Figure 1. Clock wiring as the flow saved it.
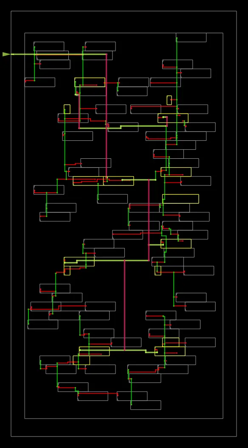
Figure 2. I/O nets highlighted.
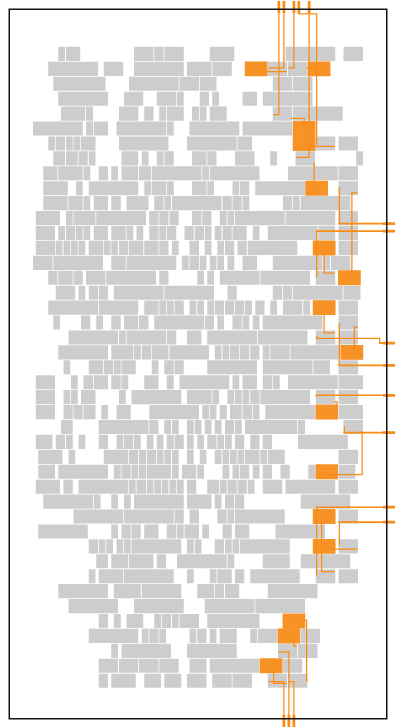
Figure 3. Routed metal, one colour a layer.
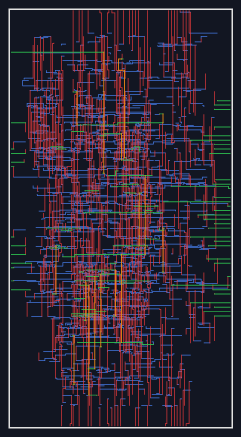
Figure 4. Routed clock nets over the placement.
Scale bar: 20 µm.
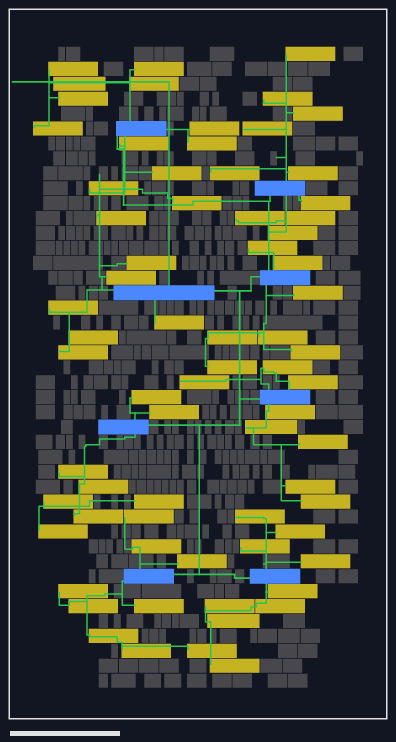
Figure 5. Gate-type map.
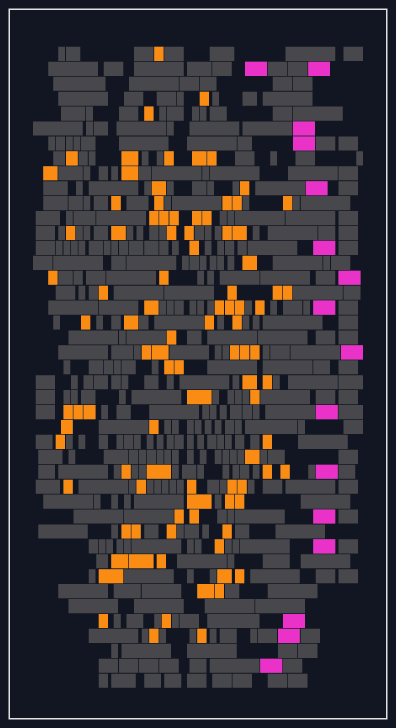
==> config.mk <==
export PLATFORM = sky130hd
export DESIGN_NAME = lc3_fetch_ctrl
export DESIGN_NICKNAME = d
export VERILOG_FILES = /design/src/rtl/lc3_fetch_ctrl.sv
export SDC_FILE = /design/constraint.sdc
export NUM_CORES = 1
export LEC_CHECK = 0
export ABC_AREA = 1
export CORE_ASPECT_RATIO = 2
export CORE_MARGIN = 4
export CORE_UTILIZATION = 49
export DETAILED_ROUTE_END_ITERATION = 8
export HOLD_SLACK_MARGIN = 0.02
export PLACE_DENSITY = 0.84
export REMOVE_ABC_BUFFERS = 1
export SYNTH_ARGS = -nofsm -noshare
export SYNTH_HDL_FRONTEND = slang
export SYNTH_SLANG_ARGS = --single-unit
==> constraint.sdc <==
create_clock -name clock -period 1.9 [get_ports clock]
set_input_delay 0.57 -clock clock [delete_from_list [all_inputs] [get_ports clock]]
set_output_delay 0.57 -clock clock [all_outputs]
set_load 0.02 [all_outputs]
==> src/rtl/lc3_fetch_ctrl.sv <==
// lc3_fetch_ctrl
// Instruction-fetch sequencer for the LC3 microcontroller. Owns the program
// counter, issues single-cycle read requests to instruction memory, waits for
// the read to complete, then holds the fetched word for decode behind a
// valid/ready handshake. Branch redirects are applied immediately when no
// access is outstanding. Otherwise they are parked until the in-flight read
// returns, and that read's data is discarded.
//
// Build option: define LC3_FETCH_TIMEOUT_EN to add an 8-bit WAIT watchdog.
// When it expires it raises the sticky fetch_err flag. Without the macro,
// WAIT is unbounded and fetch_err is constant 0.
//
// Ports
//   clock, reset      : rising-edge clock, asynchronous active-low reset
//   enable_fetch      : permits new read requests
//   br_taken/br_target: one-cycle redirect strobe and target address
//   instrmem_rd, PC   : read request pulse and fetch address to memory
//   I_macc            : memory access in progress (REQ or WAIT)
//   Instr_dout        : read data, valid while complete_instr is high
//   complete_instr    : read completion from memory
//   instr_valid/ready : handshake with decode
//   instr_out/pc      : fetched word and its address
//   fetch_err         : sticky fetch timeout flag
//
// state  | meaning
// -------+--------------------------------------------------------------
// IDLE   | no access outstanding; waiting for enable_fetch
// REQ    | read request issued this cycle (instrmem_rd high)
// WAIT   | waiting for complete_instr
// HOLD   | fetched word presented to decode until accepted or squashed

module lc3_fetch_ctrl #(
   parameter logic [15:0] RESET_PC = 16'h3000,
   parameter int          TIMEOUT  = 15
) (
   input  logic        clock,
   input  logic        reset,
   input  logic        enable_fetch,
   input  logic        br_taken,
   input  logic [15:0] br_target,
   output logic        instrmem_rd,
   output logic [15:0] PC,
   output logic        I_macc,
   input  logic [15:0] Instr_dout,
   input  logic        complete_instr,
   output logic        instr_valid,
   output logic [15:0] instr_out,
   output logic [15:0] instr_pc,
   input  logic        instr_ready,
   output logic        fetch_err
);

   typedef enum logic [1:0] {
      S_IDLE = 2'd0,
      S_REQ  = 2'd1,
      S_WAIT = 2'd2,
      S_HOLD = 2'd3
   } state_t;

   state_t      state_q, state_d;
   state_t      resume;
   logic [15:0] pc_q, pc_d;
   logic [15:0] instr_q, instr_d;
   logic [15:0] ipc_q, ipc_d;
   logic [15:0] pend_pc_q, pend_pc_d;
   logic        pend_vld_q, pend_vld_d;
   logic        rd_q, rd_d;
   logic        macc_q, macc_d;
   logic        valid_q, valid_d;
   logic [15:0] redir_pc;

`ifdef LC3_FETCH_TIMEOUT_EN
   logic [7:0]  cnt_q, cnt_d, cnt_inc;
   logic        err_q, err_d;
   assign cnt_inc   = cnt_q + 8'd1;
   assign fetch_err = err_q;
`else
   // Constant 0; TIMEOUT has no effect without the watchdog.
   assign fetch_err = 1'b0 & (TIMEOUT == 0);
`endif

   assign resume = enable_fetch ? S_REQ : S_IDLE;

   // A redirect arriving in the same cycle as completion is the latest one,
   // so it takes precedence over the parked target.
   assign redir_pc = br_taken ? br_target : pend_pc_q;

   always_comb begin
      state_d    = state_q;
      pc_d       = pc_q;
      instr_d    = instr_q;
      ipc_d      = ipc_q;
      pend_pc_d  = pend_pc_q;
      pend_vld_d = pend_vld_q;
`ifdef LC3_FETCH_TIMEOUT_EN
      cnt_d      = cnt_q;
      err_d      = err_q;
`endif
      case (state_q)
         S_IDLE: begin
            if (br_taken) pc_d = br_target;
            if (enable_fetch && !fetch_err) state_d = S_REQ;
         end
         S_REQ: begin
            if (br_taken) begin
               pend_vld_d = 1'b1;
               pend_pc_d  = br_target;
            end
`ifdef LC3_FETCH_TIMEOUT_EN
            cnt_d = 8'd0;
`endif
            state_d = S_WAIT;
         end
         S_WAIT: begin
            if (br_taken) begin
               pend_vld_d = 1'b1;
               pend_pc_d  = br_target;
            end
            if (complete_instr) begin
               if (br_taken || pend_vld_q) begin
                  pc_d       = redir_pc;
                  pend_vld_d = 1'b0;
                  state_d    = resume;
               end else begin
                  instr_d = Instr_dout;
                  ipc_d   = pc_q;
                  pc_d    = pc_q + 16'd1;
                  state_d = S_HOLD;
               end
            end
`ifdef LC3_FETCH_TIMEOUT_EN
            else if (cnt_inc == 8'(TIMEOUT)) begin
               err_d      = 1'b1;
               pend_vld_d = 1'b0;
               state_d    = S_IDLE;
            end else begin
               cnt_d = cnt_inc;
            end
`endif
         end
         S_HOLD: begin
            if (br_taken) begin
               pc_d    = br_target;
               state_d = resume;
            end else if (instr_ready) begin
               state_d = resume;
            end
         end
         default: state_d = S_IDLE;
      endcase

      // Outputs are registered copies of the next-state decode.
      rd_d    = (state_d == S_REQ);
      macc_d  = (state_d == S_REQ) || (state_d == S_WAIT);
      valid_d = (state_d == S_HOLD);
   end

   always_ff @(posedge clock or negedge reset) begin
      if (!reset) begin
         state_q    <= S_IDLE;
         pc_q       <= RESET_PC;
         instr_q    <= 16'h0000;
         ipc_q      <= 16'h0000;
         pend_pc_q  <= 16'h0000;
         pend_vld_q <= 1'b0;
         rd_q       <= 1'b0;
         macc_q     <= 1'b0;
         valid_q    <= 1'b0;
`ifdef LC3_FETCH_TIMEOUT_EN
         cnt_q      <= 8'd0;
         err_q      <= 1'b0;
`endif
      end else begin
         state_q    <= state_d;
         pc_q       <= pc_d;
         instr_q    <= instr_d;
         ipc_q      <= ipc_d;
         pend_pc_q  <= pend_pc_d;
         pend_vld_q <= pend_vld_d;
         rd_q       <= rd_d;
         macc_q     <= macc_d;
         valid_q    <= valid_d;
`ifdef LC3_FETCH_TIMEOUT_EN
         cnt_q      <= cnt_d;
         err_q      <= err_d;
`endif
      end
   end

   assign instrmem_rd = rd_q;
   assign PC          = pc_q;
   assign I_macc      = macc_q;
   assign instr_valid = valid_q;
   assign instr_out   = instr_q;
   assign instr_pc    = ipc_q;

endmodule

==> flow_metrics.py <==
# Generated from Yosys and OpenROAD reports
metrics = {
    "sta": {
        "fmax_mhz": 537,
        "finalHoldViolCount": 0,
        "final.setup_skew_ps": 3.45,
        "worstMarginPinSlew_ps": 558,
        "maxSlewViolCount": 0,
        "tns_ps": 0,
        "rsz0062_at_grt": "no",
        "min_period_over_period_pct": 98.0,
        "min_period_ps": 1860,
        "setup-violations-final": 0,
    },
    "cells_and_area": {
        "fin_area_um2": 5040,
        "most-common-layout-cells": "101 x nand2_1, 67 x dfrtp_1, 64 x clkdlybuf4s50_1",
        "n_all_inverters": 47,
        "seq_share_pct": 34.8,
        "layout-drive-gt1-share_pct": 15.9,
        "largest_class": "registers",
        "comb_area_um2": 1540,
        "fin_nets": 572,
        "area_growth_syn_to_layout_pct": 40.5,
        "final-clk-cell-share_pct": 5.98,
        "final_common_cell": "nand2_1",
        "nClkBuffers": 12,
        "antennaDiodeCount": 0,
        "nFillCells": 534,
        "seq_area_um2": 1760,
        "final-nonclk-buf-share_pct": 23.0,
    },
    "pwr": {
        "power_density_nw_per_um2": 1890,
        "pg_comb_mw": 5.11,
        "peakVddDrop_mv": 1.27,
        "switching_power_mw": 3.99,
        "cellInternalPower_mw": 5.55,
        "pwr-share-clk_pct": 17.5,
        "p_sw_share_pct": 41.8,
        "pwr-share-comb_pct": 53.6,
        "p_leak_nw": 2.50,
        "power_leader": "combinational logic",
    },
    "clock_tree": {
        "cts_resized": 16,
        "clkTransAtPathRegs_ps": 50,
        "clock-root-buffer": "clkbuf_16",
        "cts_buffers": 9,
        "tritoncts": "built",
        "cts_setup_buffers": 0,
    },
    "routing": {
        "drtIter0Drc": 247,
        "vias": 3344,
        "postRouteAntennaNets": 0,
        "finalWirelength_mm": 9.45,
        "drc": 0,
        "viasPerCell": 5.37,
    },
    "setup_path": {
        "cp-end-kind": "output pin",
        "crit_type": "reg -> out",
        "slowest_stage": "clkdlybuf4s50_1",
        "r2r_start": "state_q[0]",
        "critPathLaunch": "instr_pc[8]",
        "r2r_cells": 7,
        "cp.required_ps": 1330,
        "slowest_delay_ps": 610,
        "reg2reg_to": "I_macc",
        "crit_cells": 1,
        "crit_buf_inv": 1,
        "cpLargestDelayFamily": "buffers and inverters",
        "start_kind": "flop",
    },
    "floorplan": {
        "die_area_um2": 8840,
        "fp_util_pct": 50.9,
        "n_tap_cell": 90,
        "num_rows": 43,
        "die_w_um": 68.5,
        "core_area_um2": 7050,
    },
    "synth": {
        "top_area_cell": "dfrtp_1",
        "ys.flop_type": "dfrtp_1",
        "synthArstFlopShare_pct": 100,
        "synth.distinct_cells": 33,
        "ys.flops": 70,
        "synth_top_area_share_pct": 47.4,
        "area_leaders": "dfrtp_1 47%, nand2_1 11%, o21ai_0 5.4%",
        "top_cell": "nand2_1",
        "synth_cells": 417,
    },
    "outcome": {
        "status": "finished, final reports clean",
    },
    "flow_run": {
        "warning_count": 28,
        "max_cap_violations": 0,
    },
    "global_routing": {
        "grt_usage_pct": 23.2,
        "grt_max_degree": 63,
        "grt_pass1_wl_mm": 15.4,
        "antenna_found_initial": 0,
    },
    "placement": {
        "place_congestion": 0.823,
    },
    "worst_hold_path": {
        "hold_path_class": "in -> async",
    },
}
Notes on Figure 1 above:
FFs & Latches: 70
CTS Sinks: 70
Worst-Skew Late Latency: 330 ps
clk pwr: 1.67 mW

Notes on Figure 2 above:
Key: orange = Instr_dout [direction input, edge 8 east, 5 north, 3 south, end cells 16, buffers 16, wire 364 µm]
io pins: 90
Port Buf Inserts: 88

Notes on Figure 3 above:
Key: green = metal 3 [wire length 604 µm]; red = metal 2 [wire length 5,220 µm]; blue = metal 1 [wire length 3,310 µm]; orange = metal 4 [wire length 315 µm]

Notes on Figure 4 above:
Key: yellow = flip-flops [count 70]; blue = clock drivers [count 9]; green = clock wires [length 850 µm]
Position of the flops: all over the die. There are 10 routed clock nets.

Notes on Figure 5 above:
Key: magenta = mux cells [cells 16, most used mux2_2]; orange = aoi and oai cells [cells 96, most used o21ai_0]

[routing by layer]
layer,global-route usage (%),vias to the layer above,wire [µm]
li1,-,1585,-
met1,25.4,1584,3310
met2,40.1,141,5220
met3,4.77,34,604
met4,12.8,0,314
met5,0,-,0
[cells by family (layout without fill, tap and decap cells)]
group	Yosys count	after routing	share of synthesized area, %
AND/OR/NAND/NOR	162	162	19.0
adder cells (fa/ha/maj)	6	6	2.09
buffers and inverters	64	180	8.68
multiplexers	16	16	5.02
AND-OR/OR-AND	98	98	16.2
flip-flops	70	70	48.9
other	1	1	0.104
[per-stage QoR]
step,worst slack (ps),instances,utilization (%)
after floorplan,-232,400,-
after detailed placement,-373,602,66.5
final,38.2,623,71.5
after CTS,15.9,618,70.5
after global placement,-242,602,66.5
after global routing,0.237,623,71.5
No activity file was given, so power comes from the tool's default toggle rates.
